[config.mk]
export PLATFORM = sky130hd
export DESIGN_NAME = axis_dot_acc
export DESIGN_NICKNAME = d
export VERILOG_FILES = /design/src/rtl/axis_dot_acc.sv
export SDC_FILE = /design/constraint.sdc
export NUM_CORES = 1
export LEC_CHECK = 0
export CAP_MARGIN = 10
export CORE_MARGIN = 2
export CORE_UTILIZATION = 48
export DETAILED_ROUTE_END_ITERATION = 8
export PLACE_DENSITY = 0.7
export SYNTH_ARGS = -nofsm -noshare
export SYNTH_HDL_FRONTEND = slang
export SYNTH_SLANG_ARGS = --single-unit
export TNS_END_PERCENT = 20
[constraint.sdc]
create_clock -name clk -period 3.8 [get_ports clk]
set_clock_uncertainty 0.2 [all_clocks]
set_input_delay 0.38 -clock clk [delete_from_list [all_inputs] [get_ports clk]]
set_output_delay 0.38 -clock clk [all_outputs]
set_load 0.01 [all_outputs]
[src/rtl/axis_dot_acc.sv]
// Streaming dot-accumulator: sums the signed lanes of each AXIS beat, accumulates over len beats, emits one result.
// Optional saturating accumulation is enabled with the AXIS_DOT_ACC_SAT_EN macro (default: wrapping addition, sat tied to 0).
module axis_dot_acc #(
  parameter int DATA_WIDTH = 64,
  parameter int ELEM_WIDTH = 8,
  parameter int ACC_WIDTH  = 32,
  parameter int CNT_WIDTH  = 16
) (
  input  logic                  clk,
  input  logic                  rstn,
  input  logic                  start,
  input  logic [CNT_WIDTH-1:0]  len,
  output logic                  busy,
  input  logic [DATA_WIDTH-1:0] s_axis_tdata,
  input  logic                  s_axis_tvalid,
  output logic                  s_axis_tready,
  output logic [ACC_WIDTH-1:0]  m_axis_tdata,
  output logic                  m_axis_tvalid,
  input  logic                  m_axis_tready,
  output logic                  sat,
  output logic [63:0]           probe,
  output logic [1:0]            dbg_state
);

  localparam int LANES = DATA_WIDTH / ELEM_WIDTH;

  // Handshakes: a transfer happens on a rising edge where valid && ready; the
  // master side holds m_axis_tdata/m_axis_tvalid stable until it is taken.
  typedef enum logic [1:0] {ST_IDLE, ST_ACC, ST_DRAIN, ST_OUT} state_t;

  state_t               state_q, state_d;
  logic [CNT_WIDTH-1:0] len_q, len_d;
  logic [CNT_WIDTH-1:0] beat_cnt_q, beat_cnt_d;
  logic [31:0]          done_cnt_q, done_cnt_d;
  logic [ACC_WIDTH-1:0] lane_sum;
  logic [ACC_WIDTH-1:0] sum_q;
  logic                 p1_q;
  logic [ACC_WIDTH-1:0] acc_q, acc_d, acc_next;
  logic [ACC_WIDTH-1:0] m_tdata_q, m_tdata_d;
  logic                 m_tvalid_q, m_tvalid_d;
  logic                 sat_q, sat_d;
  logic                 clamp;
  logic                 beat_ok;

  assign s_axis_tready = (state_q == ST_ACC) && (beat_cnt_q < len_q);
  assign beat_ok       = s_axis_tvalid && s_axis_tready;

  always_comb begin
    lane_sum = '0;
    for (int i = 0; i < LANES; i++) begin
      lane_sum = lane_sum + {{(ACC_WIDTH-ELEM_WIDTH){s_axis_tdata[i*ELEM_WIDTH+ELEM_WIDTH-1]}},
                             s_axis_tdata[i*ELEM_WIDTH +: ELEM_WIDTH]};
    end
  end

`ifdef AXIS_DOT_ACC_SAT_EN
  logic [ACC_WIDTH:0] wide_sum;
  // One guard bit detects signed overflow; clamp toward the overflow direction.
  always_comb begin
    wide_sum = {acc_q[ACC_WIDTH-1], acc_q} + {sum_q[ACC_WIDTH-1], sum_q};
    acc_next = wide_sum[ACC_WIDTH-1:0];
    clamp    = 1'b0;
    if (wide_sum[ACC_WIDTH] != wide_sum[ACC_WIDTH-1]) begin
      clamp    = 1'b1;
      acc_next = wide_sum[ACC_WIDTH] ? {1'b1, {(ACC_WIDTH-1){1'b0}}}
                                     : {1'b0, {(ACC_WIDTH-1){1'b1}}};
    end
  end
`else
  assign acc_next = acc_q + sum_q;
  assign clamp    = 1'b0;
`endif

  always_comb begin
    state_d    = state_q;
    len_d      = len_q;
    beat_cnt_d = beat_cnt_q;
    done_cnt_d = done_cnt_q;
    acc_d      = acc_q;
    sat_d      = sat_q;
    m_tdata_d  = m_tdata_q;
    m_tvalid_d = m_tvalid_q;
    if (p1_q) begin
      acc_d = acc_next;
      sat_d = sat_q | clamp;
    end
    case (state_q)
      ST_IDLE: begin
        if (start) begin
          len_d      = len;
          beat_cnt_d = '0;
          acc_d      = '0;
          sat_d      = 1'b0;
          if (len == '0) begin
            state_d    = ST_OUT;
            m_tdata_d  = '0;
            m_tvalid_d = 1'b1;
          end else begin
            state_d = ST_ACC;
          end
        end
      end
      ST_ACC: begin
        if (beat_ok) begin
          beat_cnt_d = beat_cnt_q + CNT_WIDTH'(1);
          if (beat_cnt_d == len_q) state_d = ST_DRAIN;
        end
      end
      ST_DRAIN: begin
        // The last lane sum is still in stage 1; fold it straight into the result.
        state_d    = ST_OUT;
        m_tdata_d  = acc_next;
        m_tvalid_d = 1'b1;
      end
      ST_OUT: begin
        if (m_axis_tready) begin
          state_d    = ST_IDLE;
          m_tvalid_d = 1'b0;
          done_cnt_d = done_cnt_q + 32'd1;
        end
      end
      default: state_d = ST_IDLE;
    endcase
  end

  always_ff @(posedge clk or negedge rstn) begin
    if (!rstn) begin
      state_q    <= ST_IDLE;
      len_q      <= '0;
      beat_cnt_q <= '0;
      done_cnt_q <= '0;
      sum_q      <= '0;
      p1_q       <= 1'b0;
      acc_q      <= '0;
      sat_q      <= 1'b0;
      m_tdata_q  <= '0;
      m_tvalid_q <= 1'b0;
    end else begin
      state_q    <= state_d;
      len_q      <= len_d;
      beat_cnt_q <= beat_cnt_d;
      done_cnt_q <= done_cnt_d;
      if (beat_ok) sum_q <= lane_sum;
      p1_q       <= beat_ok;
      acc_q      <= acc_d;
      sat_q      <= sat_d;
      m_tdata_q  <= m_tdata_d;
      m_tvalid_q <= m_tvalid_d;
    end
  end

  assign busy          = (state_q != ST_IDLE);
  assign m_axis_tdata  = m_tdata_q;
  assign m_axis_tvalid = m_tvalid_q;
  assign sat           = sat_q;
  assign probe         = {done_cnt_q, 32'(beat_cnt_q)};
  assign dbg_state     = state_q;

endmodule

==> ci_impl_report.md <==
### Yosys + OpenROAD results

| Metric | Value |
|---|---|
| CTS tree | `built` |
| Fillers | `1824` |
| EDFF count, synth | `0` |
| Largest net degree at the start of global routing | `approximately 75` |
| Worst Hold End | `done_cnt_q[31]` |
| CP endpoint | `sum_q[11]` |
| WP depth | `18` |
| Compound-Gate Fraction of Synth Area | `around 16%` |
| Pins Over Slew Limit | `0` |
| Leak pwr | `6.353 nW` |
| Post-synthesis cell count | `1133` |
| Max IR drop VDD | `0.4850 mV` |
| Fraction of area in registers | `a little over a quarter` |
| Pwr top | `combinational logic` |
| Metal2 WL | `11760 um` |
| Max-slew headroom | `44.32%` |
| PnR worst setup slack | `-0.3702 ns` |
| Post-route ant nets | `0` |
| Outcome | `finished, violations left` |
| Top Layout Cells | `dfrtp_1, clkdlybuf4s50_1, inv_1, nand2_1, nor2_1` |
| Crit path time final | `4.170 ns` |
| Max-area cell share | `a little over a third` |
| Cell accounting for the most synthesized area | `dfrtp_1` |
| Post-synth mux share | `2.757%` |
| Design area | `13430 sq um` |
| R2r startpoint | `sum_q[30]` |
| Drc violations | `0` |
| Setup Fix Bufs, Post-CTS | `9` |
| Final std cells w/o fill | `roughly 1600` |
| Antenna violations before repair | `0` |
| FMAX | `239.8 MHz` |
| Mi-comb count | `795` |
| Well-tap cell count | `280` |
| Grt ovf | `0` |
| Int Power | `6.627 mW` |
| Row Count | `54` |
| Largest delay share family, worst path | `adder cells` |
| Clock-net power | `roughly 1.6 mW` |
| Failing checks | `setup timing` |
| Comb area leader | `adder cells` |
| Layout cells sized above 1 | `11.90%` |
| Yosys stat cell total | `1133` |
| Hold WS | `0.2730 ns` |
| Synth-to-Final Area Change | `26.99%` |
| # setup viols final | `10` |
| Combinational power share | `about two thirds` |
==> synthesized netlist by cell type, types with 5 or more instances <==
cell type and number:
fa_1 53, a31oi_1 26, and3_1 16, nand2b_1 5, mux2i_1 28, xnor2_1 62, nand3_1 23, buf_4 20
dfrtp_1 147, or3_1 5, a211oi_1 8, a22o_1 18, nor2_1 76, xor2_1 26, nor2b_1 5, clkbuf_1 24
ha_1 66, buf_2 8, o21ai_0 65, a21o_1 20, nand4_1 11, a21oi_1 41, o211ai_1 6, nand2_1 116
inv_1 151, nor4_1 7, o21bai_1 9, nor3_1 10, o21a_1 5, o31ai_1 6
M1 wires:
The bar under the picture is 50 um long.
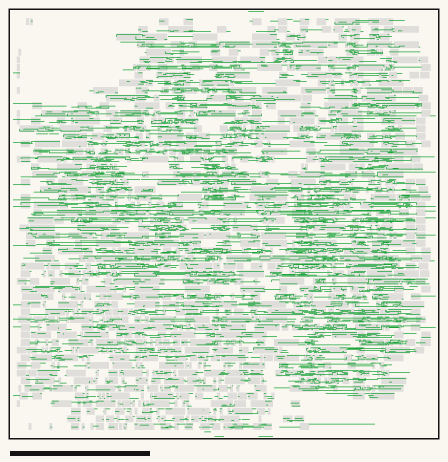
wire length on this layer: 11000 um
main direction: horizontal
nets with wire on the layer: 1397
share of all routed wire: 45%
longest straight run: 42.3 um
final wirelength: 24320 um
met1 usage: 28.63%
vias after detailed routing: 8508

Met4 routing:
The bar under the picture is 50 um long.
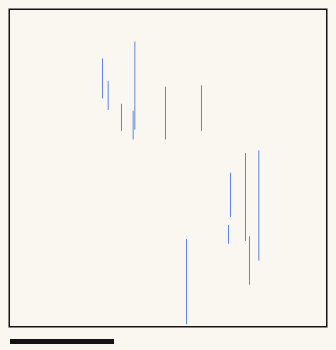
main direction: vertical
nets with wire on the layer: 11
share of all routed wire: 1.4%
longest straight run: 53.0 um

Met3 routing:
The bar under the picture is 50 um long.
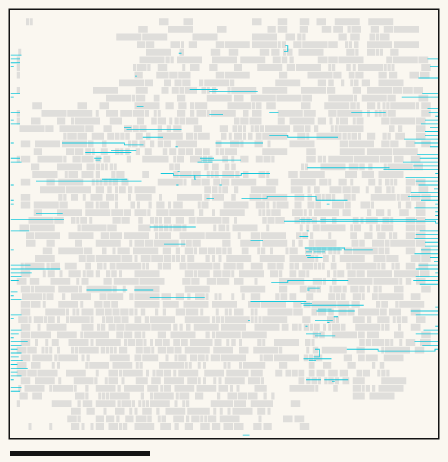
share of all routed wire: 5.1%
longest straight run: 53.8 um
wire length on this layer: 1250 um
GR Layer Usage met3: 4.209%

Routing congestion map:
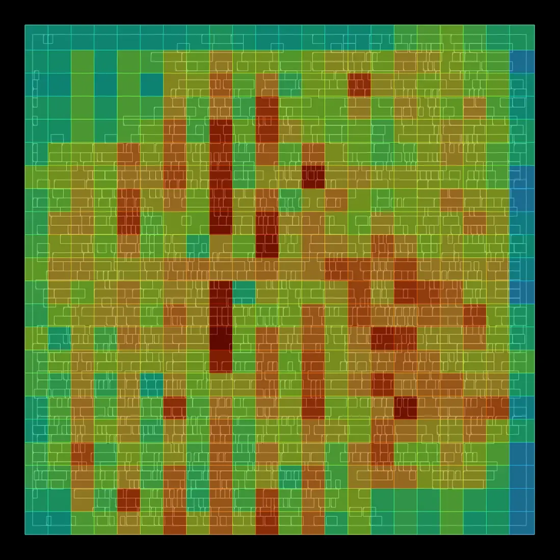
DR WL/cell: 14.98 um
busiest grt layer: met2
Post-Route Utilization: 61.91%

Metal 2:
The bar under the picture is 50 um long.
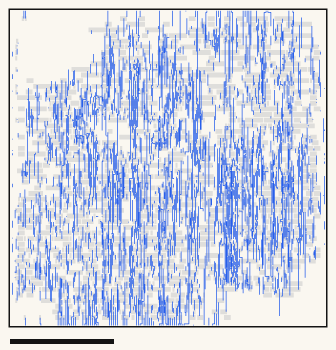
wire length on this layer: 11800 um
longest straight run: 42.5 um
met2 GRT Util: 36.68%

Power figures rest on the tool's default switching activity, not on a simulated workload.
